`src/rtl/fifo_rd_ser_if.sv`:
```
// Handshake bundle for fifo_rd_ser: FIFO read port on one side, valid/ready beat stream on the other.
// master = the serializer itself, slave = the FIFO plus downstream sink seen from outside.
interface fifo_rd_ser_if #(
  parameter int WIDTH = 8,
  parameter int OUT_W = 2
);
  logic [WIDTH-1:0] fif_dout;
  logic             fif_dout_val;
  logic             fif_pop;
  logic [OUT_W-1:0] ser_dat;
  logic             ser_val;
  logic             ser_rdy;
  logic             ser_last;
  logic             busy;

  modport master (
    input  fif_dout, fif_dout_val, ser_rdy,
    output fif_pop, ser_dat, ser_val, ser_last, busy
  );

  modport slave (
    output fif_dout, fif_dout_val, ser_rdy,
    input  fif_pop, ser_dat, ser_val, ser_last, busy
  );
endinterface

```
`src/rtl/fifo_rd_ser.sv`:
```
// Pops FIFO words and serializes them MSB-beat first onto a valid/ready stream.
// Optional trailing even-parity beat: define FIFO_RD_SER_PARITY_EN.
module fifo_rd_ser #(
  parameter int WIDTH = 8,
  parameter int OUT_W = 2
) (
  input  logic          clk,
  input  logic          rst,
  fifo_rd_ser_if.master bus
);
  localparam int NB = WIDTH / OUT_W;
  localparam int CW = (NB > 2) ? $clog2(NB) : 1;

`ifdef FIFO_RD_SER_PARITY_EN
  typedef enum logic [1:0] {IDLE, SHIFT, PAR} state_t;
`else
  typedef enum logic [1:0] {IDLE, SHIFT} state_t;
`endif

  state_t           state, state_n;
  logic [WIDTH-1:0] sh, sh_n;
  logic [CW-1:0]    cnt, cnt_n;
  logic             last_data;
  logic             final_hs;
  logic             load;
`ifdef FIFO_RD_SER_PARITY_EN
  logic             par, par_n;
`endif

  assign last_data = (cnt == CW'(NB - 1));

`ifdef FIFO_RD_SER_PARITY_EN
  assign final_hs = (state == PAR) & bus.ser_rdy;
`else
  assign final_hs = (state == SHIFT) & last_data & bus.ser_rdy;
`endif

  // Reload straight off the final handshake so consecutive words leave no bubble.
  assign load        = bus.fif_dout_val & ((state == IDLE) | final_hs);
  assign bus.fif_pop = load & ~rst;

  // NOTE: every variable gets its hold value first, so no path through this block leaves one unassigned and no latch is inferred.
  always_comb begin
    state_n = state;
    sh_n    = sh;
    cnt_n   = cnt;
`ifdef FIFO_RD_SER_PARITY_EN
    par_n   = par;
`endif
    if (load) begin
      state_n = SHIFT;
      sh_n    = bus.fif_dout;
      cnt_n   = '0;
`ifdef FIFO_RD_SER_PARITY_EN
      par_n   = ^bus.fif_dout;
`endif
    end else begin
      case (state)
        SHIFT: begin
          if (bus.ser_rdy) begin
            if (last_data) begin
`ifdef FIFO_RD_SER_PARITY_EN
              state_n = PAR;
`else
              state_n = IDLE;
`endif
            end else begin
              sh_n  = sh << OUT_W;
              cnt_n = cnt + CW'(1);
            end
          end
        end
`ifdef FIFO_RD_SER_PARITY_EN
        PAR: begin
          if (bus.ser_rdy) state_n = IDLE;
        end
`endif
        default: ;
      endcase
    end
  end

  // NOTE: state registers use non-blocking assignments so all of them update together from pre-edge values.
  always_ff @(posedge clk or posedge rst) begin
    if (rst) begin
      state <= IDLE;
      sh    <= '0;
      cnt   <= '0;
`ifdef FIFO_RD_SER_PARITY_EN
      par   <= 1'b0;
`endif
    end else begin
      state <= state_n;
      sh    <= sh_n;
      cnt   <= cnt_n;
`ifdef FIFO_RD_SER_PARITY_EN
      par   <= par_n;
`endif
    end
  end

  always_comb begin
    bus.ser_val  = (state != IDLE);
    bus.busy     = (state != IDLE);
    bus.ser_dat  = '0;
    bus.ser_last = 1'b0;
    case (state)
      SHIFT: begin
        bus.ser_dat = sh[WIDTH-1 -: OUT_W];
`ifndef FIFO_RD_SER_PARITY_EN
        bus.ser_last = last_data;
`endif
      end
`ifdef FIFO_RD_SER_PARITY_EN
      PAR: begin
        bus.ser_dat  = OUT_W'(par);
        bus.ser_last = 1'b1;
      end
`endif
      default: ;
    endcase
  end
endmodule

```
`src/flat_wrapper.sv`:
```
// flat-port wrapper written by rule: the top's interface ports become plain ports
module fifo_rd_ser_flat 
#(
  parameter int WIDTH = 8,
  parameter int OUT_W = 2
)
  (clk, rst, bus_fif_dout, bus_fif_dout_val, bus_ser_rdy, bus_fif_pop, bus_ser_dat, bus_ser_val, bus_ser_last, bus_busy);
  fifo_rd_ser_if #(.WIDTH(WIDTH), .OUT_W(OUT_W)) bus_i ();
  input  logic clk;
  input  logic rst;
  input wire logic [$bits(bus_i.fif_dout)-1:0] bus_fif_dout;
  input wire logic [$bits(bus_i.fif_dout_val)-1:0] bus_fif_dout_val;
  input wire logic [$bits(bus_i.ser_rdy)-1:0] bus_ser_rdy;
  output wire logic [$bits(bus_i.fif_pop)-1:0] bus_fif_pop;
  output wire logic [$bits(bus_i.ser_dat)-1:0] bus_ser_dat;
  output wire logic [$bits(bus_i.ser_val)-1:0] bus_ser_val;
  output wire logic [$bits(bus_i.ser_last)-1:0] bus_ser_last;
  output wire logic [$bits(bus_i.busy)-1:0] bus_busy;
  assign bus_i.fif_dout = bus_fif_dout;
  assign bus_i.fif_dout_val = bus_fif_dout_val;
  assign bus_i.ser_rdy = bus_ser_rdy;
  assign bus_fif_pop = bus_i.fif_pop;
  assign bus_ser_dat = bus_i.ser_dat;
  assign bus_ser_val = bus_i.ser_val;
  assign bus_ser_last = bus_i.ser_last;
  assign bus_busy = bus_i.busy;
  fifo_rd_ser #(.WIDTH(WIDTH), .OUT_W(OUT_W)) u_core (.clk(clk), .rst(rst), .bus(bus_i));
endmodule
```
`config.mk`:
```
export PLATFORM = sky130hd
export DESIGN_NAME = fifo_rd_ser_flat
export DESIGN_NICKNAME = d
export VERILOG_FILES = /design/src/rtl/fifo_rd_ser_if.sv /design/src/rtl/fifo_rd_ser.sv /design/src/flat_wrapper.sv
export SDC_FILE = /design/constraint.sdc
export NUM_CORES = 1
export LEC_CHECK = 0
export CORE_MARGIN = 8
export CORE_UTILIZATION = 44
export CTS_CLUSTER_DIAMETER = 40
export DETAILED_ROUTE_END_ITERATION = 10
export GPL_TIMING_DRIVEN = 0
export PLACE_DENSITY = 0.75
export RECOVER_POWER = 50
export SLEW_MARGIN = 10
export SYNTH_ARGS = -nofsm -noshare
export SYNTH_HDL_FRONTEND = slang
export SYNTH_SLANG_ARGS = --single-unit
```
`constraint.sdc`:
```
create_clock -name clk -period 2.3 [get_ports clk]
set_clock_uncertainty 0.2 [all_clocks]
set_input_delay 0.69 -clock clk [delete_from_list [all_inputs] [get_ports clk]]
set_output_delay 0.69 -clock clk [all_outputs]
set_load 0.005 [all_outputs]
```
==> results.json, run 1 <==
{
  "drtIter0Drc": 13,
  "cap_violations": 0,
  "viasPerCell": 5.26,
  "synthXorXnorAreaFrac_pct": 1.46,
  "core_region_area_um2": 1280,
  "fmax_mhz": 442,
  "r2r_setup_slack_ns": 0.33,
  "top_layer": "met4",
  "dp_slack_ns": -0.809,
  "pwr-share-seq_pct": 37.6,
  "reg2reg_from": "u_core.cnt[0]",
  "criticalPathCategory": "reg2out",
  "switching_share_pct": 32.6,
  "met3_usage_pct": 6.16,
  "area_share_nonclk_buffers_pct": 27.6,
  "pwr-share-comb_pct": 47.5,
  "grt_use_met2_pct": 15.8,
  "drv_slew": 0,
  "logic_family": "AND-OR/OR-AND gates",
  "largest-register": "u_core.sh",
  "comb_share_pct": 31.7,
  "synth.most_common_cell": "dfrtp_1",
  "cts_made_buffers": 3,
  "cts-resized-gates": 16,
  "dp.cells": 91,
  "wl_met2_um": 650,
  "hp-class": "reg2reg",
  "post_cts_buffers": 4,
  "p_leak_nw": 0.413,
  "antenna_found_initial": 0,
  "clock_path_buffers": 2,
  "warning_count": 26,
  "critPathSlowestCell": "dfrtp_1",
  "edf_count": 0,
  "wirelength_met1_um": 647,
  "period_used_pct": 98.5,
  "cp-start-kind": "register",
  "comb_area_um2": 275,
  "relSlewSlack_pct": 59.8,
  "layout_top_cells": "dfrtp_1, clkdlybuf4s50_1, inv_1",
  "min_to": "u_core.sh[6]",
  "utilization_pct": 67.7,
  "htreeDepth": 1,
  "logic_gate_count": 36,
  "seq_cell_power_w": 0.000338,
  "finalNonFillerCells": 102,
  "register_area_um2": 275,
  "flop_cell": "dfrtp_1",
  "crit_path_end": "bus_fif_pop",
  "crit_family": "flip-flops",
  "tns_ns": 0,
  "status": "completed",
  "postSynthSeqShare_pct": 45.7,
  "n_antenna_cell": 0,
  "switching_power_w": 0.000293,
  "worst_slack_ns": 0.0356,
  "power.group.top": "combinational logic",
  "dr.pass1.iters": 4,
  "whs_ns": 0.309,
  "top_area_cell": "dfrtp_1",
  "final_common_cell": "dfrtp_1",
  "clk_root_buffer_cell": "clkbuf_4",
  "end_kind": "primary output",
  "grt_pass1_vias": 514,
  "cpPeakStageDelay_ns": 0.42,
  "pwr_density_cell_nw_per_um2": 1030,
  "ys_types": 24,
  "p_int_w": 0.000606,
  "largest_register_ffs": 8,
  "crit_required_ns": 1.41,
  "met3WireLength_um": 129,
  "top_cells_by_count": "dfrtp_1, inv_1, nand2_1",
  "clkTransAtPathRegs_ns": 0.07,
  "grt_overflow_total": 0,
  "crit_chain": "ha_4 -> a21bo_4 -> and3_4 -> buf_6",
  "die_h_um": 53.0,
  "aoi_share_pct": 20.0,
  "r2r-end": "u_core.sh[4]",
  "tightest_slew_ns": 0.603,
  "place_area_um2": 791,
  "ff_count": 11,
  "synth_flop_count": 11,
  "cp_num_cells": 4,
  "startpoint": "u_core.cnt[0]",
  "final_area_um2": 870,
  "num_io_pins": 18,
  "r2r_cells": 6,
  "hold_viol_final": 0,
  "place_congestion": 0.768,
  "die_width_um": 53.0,
  "fillerInstances": 121,
  "path_buffers": 1,
  "top_cell_area_share_pct": 45.7,
  "cts_tree": "yes",
  "drive_gt1_share_pct": 28.7,
  "nClkBuffers": 4,
  "grt_util_met1_pct": 14.0,
  "yosys_warnings": 0,
  "ys_cells": 59,
  "hold-path-cell-count": 1,
  "largestClassByArea": "flip-flops and latches",
  "nets": 101,
  "clkCellAreaFrac_pct": 3.02,
  "taps": 15,
  "grt_busiest_layer": "met2",
  "cp_max_fo": 6,
  "synth_cells": 59,
  "n_all_buffers": 28,
  "ir_drop_v": 0.000548,
  "simple_gate_share_pct": 20.0,
  "power_w": 0.000899,
  "top_regs": "u_core.sh: 8 flops, u_core.cnt: 2 flops, u_core.state: 1 flops",
  "port_buffers": 17,
  "async_flop_share_pct": 100,
  "area_growth_pct": 44.5,
  "syn_avg_cell_area_um2": 10.2,
  "pg_comb_w": 0.000427,
  "dp_hpwl_um": 937,
  "area_leaders": "dfrtp_1, a221o_1, a222oi_1, inv_1, and2_2",
  "core.rowCount": 13,
  "adder_share_pct": 2.08,
  "yosys_area_um2": 602,
  "die-area_um2": 2810,
  "nNonClkInverters": 8,
  "drtAntennaViolNets": 0,
  "crit_arrival_ns": 1.37,
  "min_period_ns": 2.26,
  "grt_pass1_wl_um": 2350,
  "final-setup-viol-count": 0,
  "syn_nets": 72,
  "synth_area_um2": 602,
  "ys_sh_mux_pct": 0,
  "cts_sinks": 11,
  "seq-cell-share_pct": 31.7,
  "fp_util_pct": 46.8
}
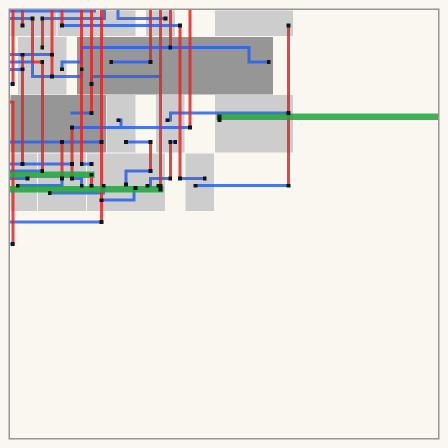
Run 1: zoomed window
Region (30, 3) to (50, 23) um. Cells in grey, sequential cells in the stronger grey; small squares are vias.
| layer | colour |
|---|---|
| metal 2 | red |
| metal 1 | blue |
| metal 3 | green |
netlist names of flops here include: u_core.sh (1)
most frequent: inv_1 (4), o22ai_1 (2)
sequential cells in the window: 1
cells with their middle in the window: 9

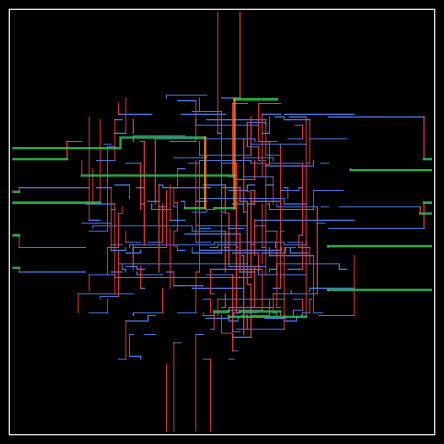
Run 1: metal layers overlaid
Scale: 8 px per um.
| layer | colour | wire length |
|---|---|---|
| metal 3 | green | 129 um |
| metal 4 | orange | 22.4 um |
| metal 2 | red | 650 um |
| metal 1 | blue | 648 um |
Via Count: 537
GR Util All Layers: 11.2%
WL/cell: 14.2 um
total wire length: 1450 um

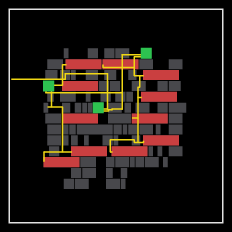
Run 1: clock distribution
Scale: 4 px per um.
[clock drivers] green | count: 3
[flip-flops] red | count: 11
[clock wires] yellow | length: 171 um
routed clock nets: 4
flops lie: centre
Clk power: 0.000134 W
clk_lat worst skew: 0.27 ns
Clock Power Share: 14.9%

Run 1, where the registers sit:
Scale: 10 px per um. Other sequential cells in the stronger grey, the rest of the logic in the fainter grey.
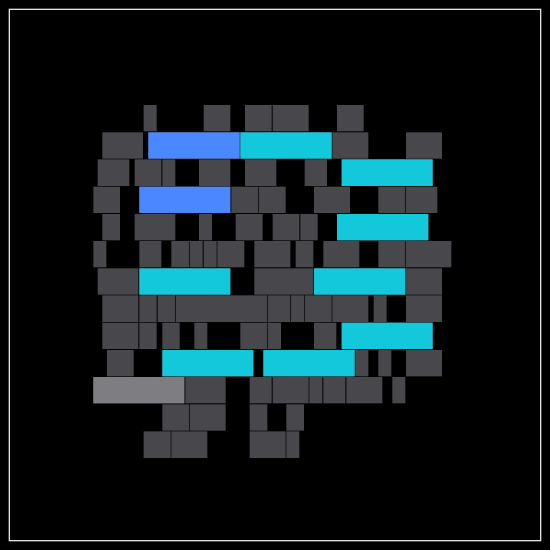

==> run 1 -> run 2 <==
Settings changed: CORE_AREA set to 8 8 45 47, CORE_MARGIN 8 to not set, CORE_UTILIZATION 44 to not set, CTS_BUF_LIST set to sky130_fd_sc_hd__clkbuf_8, DIE_AREA set to 0 0 53 55, GPL_TIMING_DRIVEN 0 to not set, PLACE_DENSITY 0.75 to 0.77, SETUP_SLACK_MARGIN set to 0.4.
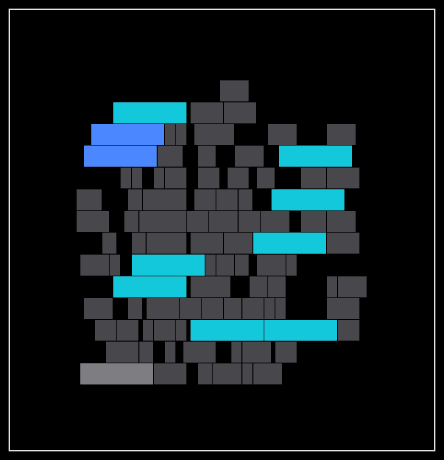
Run 2: where the registers sit
Scale: 8 px per um. Other sequential cells in the stronger grey, the rest of the logic in the fainter grey.
| netlist name | colour | placed flops |
|---|---|---|
| u_core.sh | cyan | 8 |
| u_core.cnt | blue | 2 |
not coloured: 1
final core utilization: 67.4%
Seq area share: 29.5%

==> results.json, run 2 <==
{
  "port_buffers": 17,
  "pwr-share-seq_pct": 33.3,
  "die_h_um": 55,
  "met3_usage_pct": 3.21,
  "relSlewSlack_pct": 59.3,
  "yosys_warnings": 0,
  "end_kind": "primary output",
  "cp-start-kind": "input pin",
  "dp_hpwl_um": 1110,
  "antenna_found_initial": 0,
  "crit_path_end": "bus_fif_pop",
  "reg2reg_from": "u_core.cnt[1]",
  "period_used_pct": 94.1,
  "clkCellAreaFrac_pct": 4.83,
  "clock_path_buffers": 2,
  "syn_nets": 72,
  "critPathSlowestCell": "a21bo_4",
  "hp-class": "reg2reg",
  "dp.cells": 97,
  "grt_util_met1_pct": 12.6,
  "adder_share_pct": 2.08,
  "ff_count": 11,
  "nets": 106,
  "synth.most_common_cell": "dfrtp_1",
  "r2r_setup_slack_ns": 0.40,
  "final_common_cell": "dfrtp_1",
  "hold_viol_final": 0,
  "cp_max_fo": 2,
  "grt_busiest_layer": "met2",
  "seq_cell_power_w": 0.000332,
  "num_io_pins": 18,
  "fp_util_pct": 43.5,
  "n_antenna_cell": 0,
  "top_area_cell": "dfrtp_1",
  "top_cell_area_share_pct": 45.7,
  "comb_share_pct": 28.7,
  "ys_types": 24,
  "switching_share_pct": 31.1,
  "worst_slack_ns": 0.136,
  "cp_num_cells": 4,
  "final-setup-viol-count": 0,
  "ys_cells": 59,
  "top_layer": "met4",
  "top_cells_by_count": "dfrtp_1, inv_1, nand2_1",
  "area_leaders": "dfrtp_1, a221o_1, a222oi_1, inv_1, and2_2",
  "tightest_slew_ns": 0.611,
  "p_clk_w": 0.000188,
  "power.share.clock_pct": 18.8,
  "status": "completed",
  "nClkBuffers": 3,
  "ys_sh_mux_pct": 0,
  "place_area_um2": 832,
  "clkTransAtPathRegs_ns": 0.05,
  "synth_cells": 59,
  "power.group.top": "combinational logic",
  "viasPerCell": 5.33,
  "comb_area_um2": 268,
  "largestClassByArea": "buffers",
  "wl_per_cell_um": 15.3,
  "final_area_um2": 932,
  "warning_count": 29,
  "die-area_um2": 2920,
  "clk_latency_ns": 0.23,
  "register_area_um2": 275,
  "dp_slack_ns": -0.585,
  "startpoint": "bus_ser_rdy",
  "die_width_um": 53,
  "yosys_area_um2": 602,
  "core_region_area_um2": 1380,
  "drive_gt1_share_pct": 37.0
}
No activity file was given, so power comes from the tool's default toggle rates.
